<file path="src/rtl/spi_target.sv">
// SPI mode 0/2 target with a 16x8 register file, command-byte protocol and auto-incrementing pointer.
// SPI pins are oversampled on CLK; a local side port shares the register file.
module spi_target #(
    parameter bit       CPOL = 1'b0,
    parameter bit [7:0] ID   = 8'hA5
) (
    input  logic       CLK,
    input  logic       RESET,
    input  logic       SCK,
    input  logic       MOSI,
    input  logic       nSS,
    output logic       MISO,
    output logic       MISO_OE,
    input  logic [3:0] LADDR,
    output logic [7:0] LRDATA,
    input  logic       LWE,
    input  logic [7:0] LWDATA,
    output logic       WSTB,
    output logic [3:0] WADDR,
    output logic       BUSY
);
    typedef enum logic [1:0] {
        ST_IDLE = 2'd0,
        ST_CMD  = 2'd1,
        ST_DATA = 2'd2
    } state_t;

    state_t     state_r, state_next_s;
    logic [1:0] sck_sync_r, mosi_sync_r, nss_sync_r;
    logic       sck_d_r, nss_d_r, busy_r;
    logic       sck_s, lead_s, trail_s, nss_fall_s;
    logic [7:0] regs_r [16];
    logic [7:0] rx_r, tx_r, rx_next_s;
    logic [2:0] cnt_r;
    logic [3:0] ptr_r, waddr_r;
    logic       mode_r, byte_done_r, wstb_r;
    logic       start_s, abort_s, active_s, byte_end_s, cmd_done_s, commit_s;
    logic       reload_s, shift_out_s, shift_in_s;

    // Pin synchronizers and edge-detect delay flops; nSS resets low so a frame
    // already running at reset release never presents a falling edge
    always_ff @(posedge CLK or posedge RESET) begin
        if (RESET) begin
            sck_sync_r  <= {2{CPOL}};
            mosi_sync_r <= 2'b00;
            nss_sync_r  <= 2'b00;
            sck_d_r     <= 1'b0;
            nss_d_r     <= 1'b0;
        end else begin
            sck_sync_r  <= {sck_sync_r[0], SCK};
            mosi_sync_r <= {mosi_sync_r[0], MOSI};
            nss_sync_r  <= {nss_sync_r[0], nSS};
            sck_d_r     <= sck_s;
            nss_d_r     <= nss_sync_r[1];
        end
    end

    // SCK is normalised so that the leading edge is always a rising one
    assign sck_s      = sck_sync_r[1] ^ CPOL;
    assign lead_s     = sck_s & ~sck_d_r;
    assign trail_s    = ~sck_s & sck_d_r;
    assign nss_fall_s = nss_d_r & ~nss_sync_r[1];
    assign rx_next_s  = {rx_r[6:0], mosi_sync_r[1]};

    // State register and registered select-status outputs
    always_ff @(posedge CLK or posedge RESET) begin
        if (RESET) begin
            state_r <= ST_IDLE;
            busy_r  <= 1'b0;
        end else begin
            state_r <= state_next_s;
            busy_r  <= (state_next_s != ST_IDLE);
        end
    end

    // Next-state logic
    always_comb begin
        state_next_s = state_r;
        case (state_r)
            ST_IDLE: begin
                if (nss_fall_s) state_next_s = ST_CMD;
                else            state_next_s = ST_IDLE;
            end
            ST_CMD: begin
                if (nss_sync_r[1])                  state_next_s = ST_IDLE;
                else if (lead_s && cnt_r == 3'd7)   state_next_s = ST_DATA;
                else                                state_next_s = ST_CMD;
            end
            ST_DATA: begin
                if (nss_sync_r[1]) state_next_s = ST_IDLE;
                else               state_next_s = ST_DATA;
            end
            default: state_next_s = ST_IDLE;
        endcase
    end

    // Per-state control strobes for the shift datapath
    always_comb begin
        start_s  = 1'b0;
        abort_s  = 1'b0;
        active_s = 1'b0;
        case (state_r)
            ST_IDLE: start_s = nss_fall_s;
            ST_CMD, ST_DATA: begin
                if (nss_sync_r[1]) abort_s  = 1'b1;
                else               active_s = 1'b1;
            end
            default: abort_s = 1'b1;
        endcase
        shift_in_s  = active_s & lead_s;
        byte_end_s  = shift_in_s & (cnt_r == 3'd7);
        cmd_done_s  = byte_end_s & (state_r == ST_CMD);
        commit_s    = byte_end_s & (state_r == ST_DATA) & mode_r;
        reload_s    = active_s & trail_s & byte_done_r;
        shift_out_s = active_s & trail_s & ~byte_done_r;
    end

    // Shift registers, bit counter, pointer and mode
    always_ff @(posedge CLK or posedge RESET) begin
        if (RESET) begin
            rx_r        <= 8'h00;
            tx_r        <= 8'h00;
            cnt_r       <= 3'd0;
            ptr_r       <= 4'd0;
            mode_r      <= 1'b0;
            byte_done_r <= 1'b0;
        end else if (start_s) begin
            tx_r        <= ID;
            cnt_r       <= 3'd0;
            mode_r      <= 1'b0;
            byte_done_r <= 1'b0;
        end else if (abort_s) begin
            cnt_r       <= 3'd0;
            mode_r      <= 1'b0;
            byte_done_r <= 1'b0;
        end else begin
            if (shift_in_s) begin
                rx_r  <= rx_next_s;
                cnt_r <= cnt_r + 3'd1;
            end
            if (byte_end_s)    byte_done_r <= 1'b1;
            else if (reload_s) byte_done_r <= 1'b0;
            if (cmd_done_s) begin
                mode_r <= rx_next_s[7];
                ptr_r  <= rx_next_s[3:0];
            end else if (commit_s || (reload_s && !mode_r)) begin
                ptr_r <= ptr_r + 4'd1;
            end
            // Read data is snapshotted here; later local writes do not touch the byte in flight
            if (reload_s)         tx_r <= mode_r ? 8'h00 : regs_r[ptr_r];
            else if (shift_out_s) tx_r <= {tx_r[6:0], 1'b0};
        end
    end

    // Register file: an SPI commit beats a local write to the same address
    always_ff @(posedge CLK or posedge RESET) begin
        if (RESET) begin
            for (int i = 0; i < 16; i++) regs_r[i] <= 8'h00;
        end else begin
            for (int i = 0; i < 16; i++) begin
                if (commit_s && ptr_r == 4'(i))    regs_r[i] <= rx_next_s;
                else if (LWE && LADDR == 4'(i))    regs_r[i] <= LWDATA;
            end
        end
    end

    // Write strobe and address of the last committed SPI write
    always_ff @(posedge CLK or posedge RESET) begin
        if (RESET) begin
            wstb_r  <= 1'b0;
            waddr_r <= 4'd0;
        end else begin
            wstb_r <= commit_s;
            if (commit_s) waddr_r <= ptr_r;
        end
    end

    assign MISO    = tx_r[7];
    assign MISO_OE = busy_r;
    assign BUSY    = busy_r;
    assign WSTB    = wstb_r;
    assign WADDR   = waddr_r;
    assign LRDATA  = regs_r[LADDR];

endmodule

</file>
<file path="config.mk">
export PLATFORM = sky130hd
export DESIGN_NAME = spi_target
export DESIGN_NICKNAME = d
export VERILOG_FILES = /design/src/rtl/spi_target.sv
export SDC_FILE = /design/constraint.sdc
export NUM_CORES = 1
export LEC_CHECK = 0
export ABC_CLOCK_PERIOD_IN_PS = 10900
export CORE_MARGIN = 3
export CORE_UTILIZATION = 45
export CTS_BUF_LIST = sky130_fd_sc_hd__clkbuf_2 sky130_fd_sc_hd__clkbuf_4 sky130_fd_sc_hd__clkbuf_8
export DETAILED_ROUTE_END_ITERATION = 10
export GPL_TIMING_DRIVEN = 1
export SLEW_MARGIN = 15
export SYNTH_ARGS = -nofsm -noshare
export SYNTH_HDL_FRONTEND = slang
export SYNTH_SLANG_ARGS = --single-unit
</file>
<file path="constraint.sdc">
create_clock -name CLK -period 10.9 [get_ports CLK]
set_clock_uncertainty 0.1 [all_clocks]
set_input_delay 2.18 -clock CLK [delete_from_list [all_inputs] [get_ports CLK]]
set_output_delay 2.18 -clock CLK [all_outputs]
set_load 0.02 [all_outputs]
</file>
==> flow_metrics.py <==
# Auto-generated metrics
metrics = {
    "die": {
        "initial_core_util_pct": 46.3,
        "core_area_sq_mm": 0.0221,
        "taps": 280,
    },
    "cts": {
        "cts_buffers": 17,
        "clock_latency_ns": 0.48,
        "h-tree-depth": 4,
        "cts_setup_buffers": 0,
        "cts_root_buffer": "clkbuf_8",
    },
    "logic_synthesis": {
        "async_flop_share_pct": 100,
        "ys_chip_area_sq_mm": 0.0102,
        "yosysCellCount": 798,
        "synthTopCellsByArea": "dfrtp_1 41%, mux2_2 20%, mux4_2 14%",
        "netlist_area_sq_mm": 0.0102,
        "ff_type": "dfrtp_1",
        "syn_avg_cell_area_sq_um": 12.8,
    },
    "run_status": {
        "status": "finished, final reports clean",
    },
    "drt": {
        "vias_per_cell": 6.45,
        "dr.pass1.iters": 5,
    },
    "critical_path": {
        "r2r-start": "state_r[0]",
        "start_kind": "input port",
        "critPathCaptureType": "primary output",
        "timing.rr.end": "regs_r[32]",
        "cp.arrival_ns": 4.69,
        "path_class": "input port to primary output",
        "r2r_slack_ns": 7.98,
        "crit_start": "LADDR[0]",
    },
    "final_timing": {
        "fmax_ghz": 0.143,
        "whs_ns": 0.259,
        "relSlewSlack_pct": 28.1,
        "maxSlewViolCount": 0,
    },
    "cells_and_area": {
        "comb_area_share_pct": 51.7,
        "num-nonclk-inverters": 9,
        "num-clock-buffers": 17,
        "reg_top3": "regs_r: 128 flops, tx_r: 8 flops, rx_r: 7 flops",
        "flop-count": 168,
        "clk_share_pct": 3.58,
        "fillCellCount": 1892,
        "seqCellArea_sq_mm": 0.00421,
        "buf_share_pct": 3.10,
        "largest_register_ffs": 128,
        "nNetsFinal": 817,
        "largest_cell_class": "multi-input combinational cells",
        "largest_register": "regs_r",
    },
    "power_and_ir_drop": {
        "p_total_mw": 1.76,
        "p_leak_nw": 4.43,
    },
    "global_routing": {
        "grt_pass1_vias": 7367,
        "antenna_found_initial": 0,
    },
    "placement": {
        "port_buffers": 33,
    },
}
[where the power goes]
part | switching, mW | internal (mW) | leakage [nW]
clock | 0.255 | 0.208 | 0.196
combinational | 0.150 | 0.261 | 2.19
sequential | 0.144 | 0.740 | 2.04
[kinds of logic after synthesis]
logic type | Yosys count | synth area share, %
and+or+nand+nor | 143 | 7.69
DFF | 168 | 41.1
buffers and inverters | 73 | 3.11
adders and majority gates | 10 | 1.22
muxes | 323 | 41.9
AOI/OAI and AO/OA | 81 | 5.03
[layout by cell type, fill, tap and decap left out, types with 2 or more instances in the layout]
cell type / n
nand2_1: 48
nand3b_2: 2
bufinv_16: 2
a22oi_1: 12
o22ai_1: 3
mux2_2: 179
o21ai_0: 21
nor2_1: 24
or3_1: 2
o21ai_1: 2
mux2_1: 22
nand4_1: 4
inv_6: 7
dfrtp_2: 2
clkinv_4: 2
o211ai_1: 7
buf_4: 3
nor2_2: 8
mux4_2: 64
mux2i_1: 58
a21oi_1: 20
inv_1: 7
buf_2: 2
and2_1: 2
nor3_1: 5
clkinvlp_4: 2
clkdlybuf4s50_1: 31
nand2b_1: 10
a211oi_1: 2
dfrtp_1: 166
clkbuf_8: 17
nand3_1: 9
a2bb2oi_1: 2
and3b_1: 3
a22o_1: 2
nor4_2: 3
a211o_1: 5
nor4_1: 2
nor2b_1: 6
ha_1: 10
[critical path: stages]
cell	delay [ns]
buf_2	0.80
mux4_2	0.62
mux4_2	0.51
clkdlybuf4s50_1	0.56
[layer usage]
metal  part of all wire [%]  vias up  wire length [microns]  global-route usage (%)
met2                     50      274                  14600                    42.2
li1                       -     2985                      -                       -
met1                     42     3666                  12400                    33.4
met4                    2.7        0                    797                    8.42
met3                    5.3       51                   1540                    4.20
met5                      0        -                      0                       0
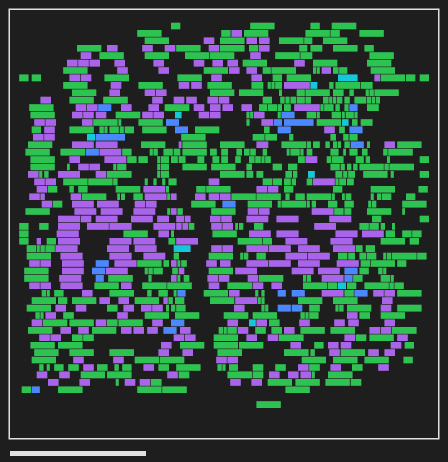
drive_strength.png
Bar = 50 microns.
drive 6 and up: drawn in blue, cells 27, share 3.4%. drive 1 or less: drawn in green, cells 499, share 62%. drive 2: drawn in purple, cells 266, share 33%. drive 3 to 4: drawn in cyan, cells 9, share 1.1%.
synthesis-to-layout area growth: 7.96%
count of plain and timing-repair buffers: 36
smallest setup slack after layout: 3.93 ns
fin area: 0.0110 sq mm

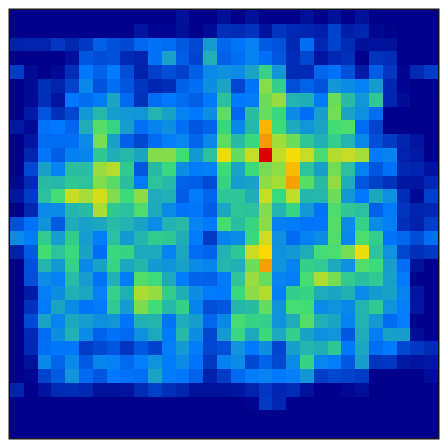
wire_density.png
31 x 31 tiles, from dark blue (low) to red (high), scaled to the fullest tile. Values are wire area over tile area, all layers added.
9.4% of the tiles are over half the peak. The mean over all tiles is 0.19. The fullest tile reaches 0.80. 21% of the tiles are nearly empty. The densest ninth of the die: centre.
GRT Util Overall: 25.2%
routed vias: 6,976
final WL: 29,300 microns
wire per inst: 27.1 microns

Power and IR drop assume default switching activity.
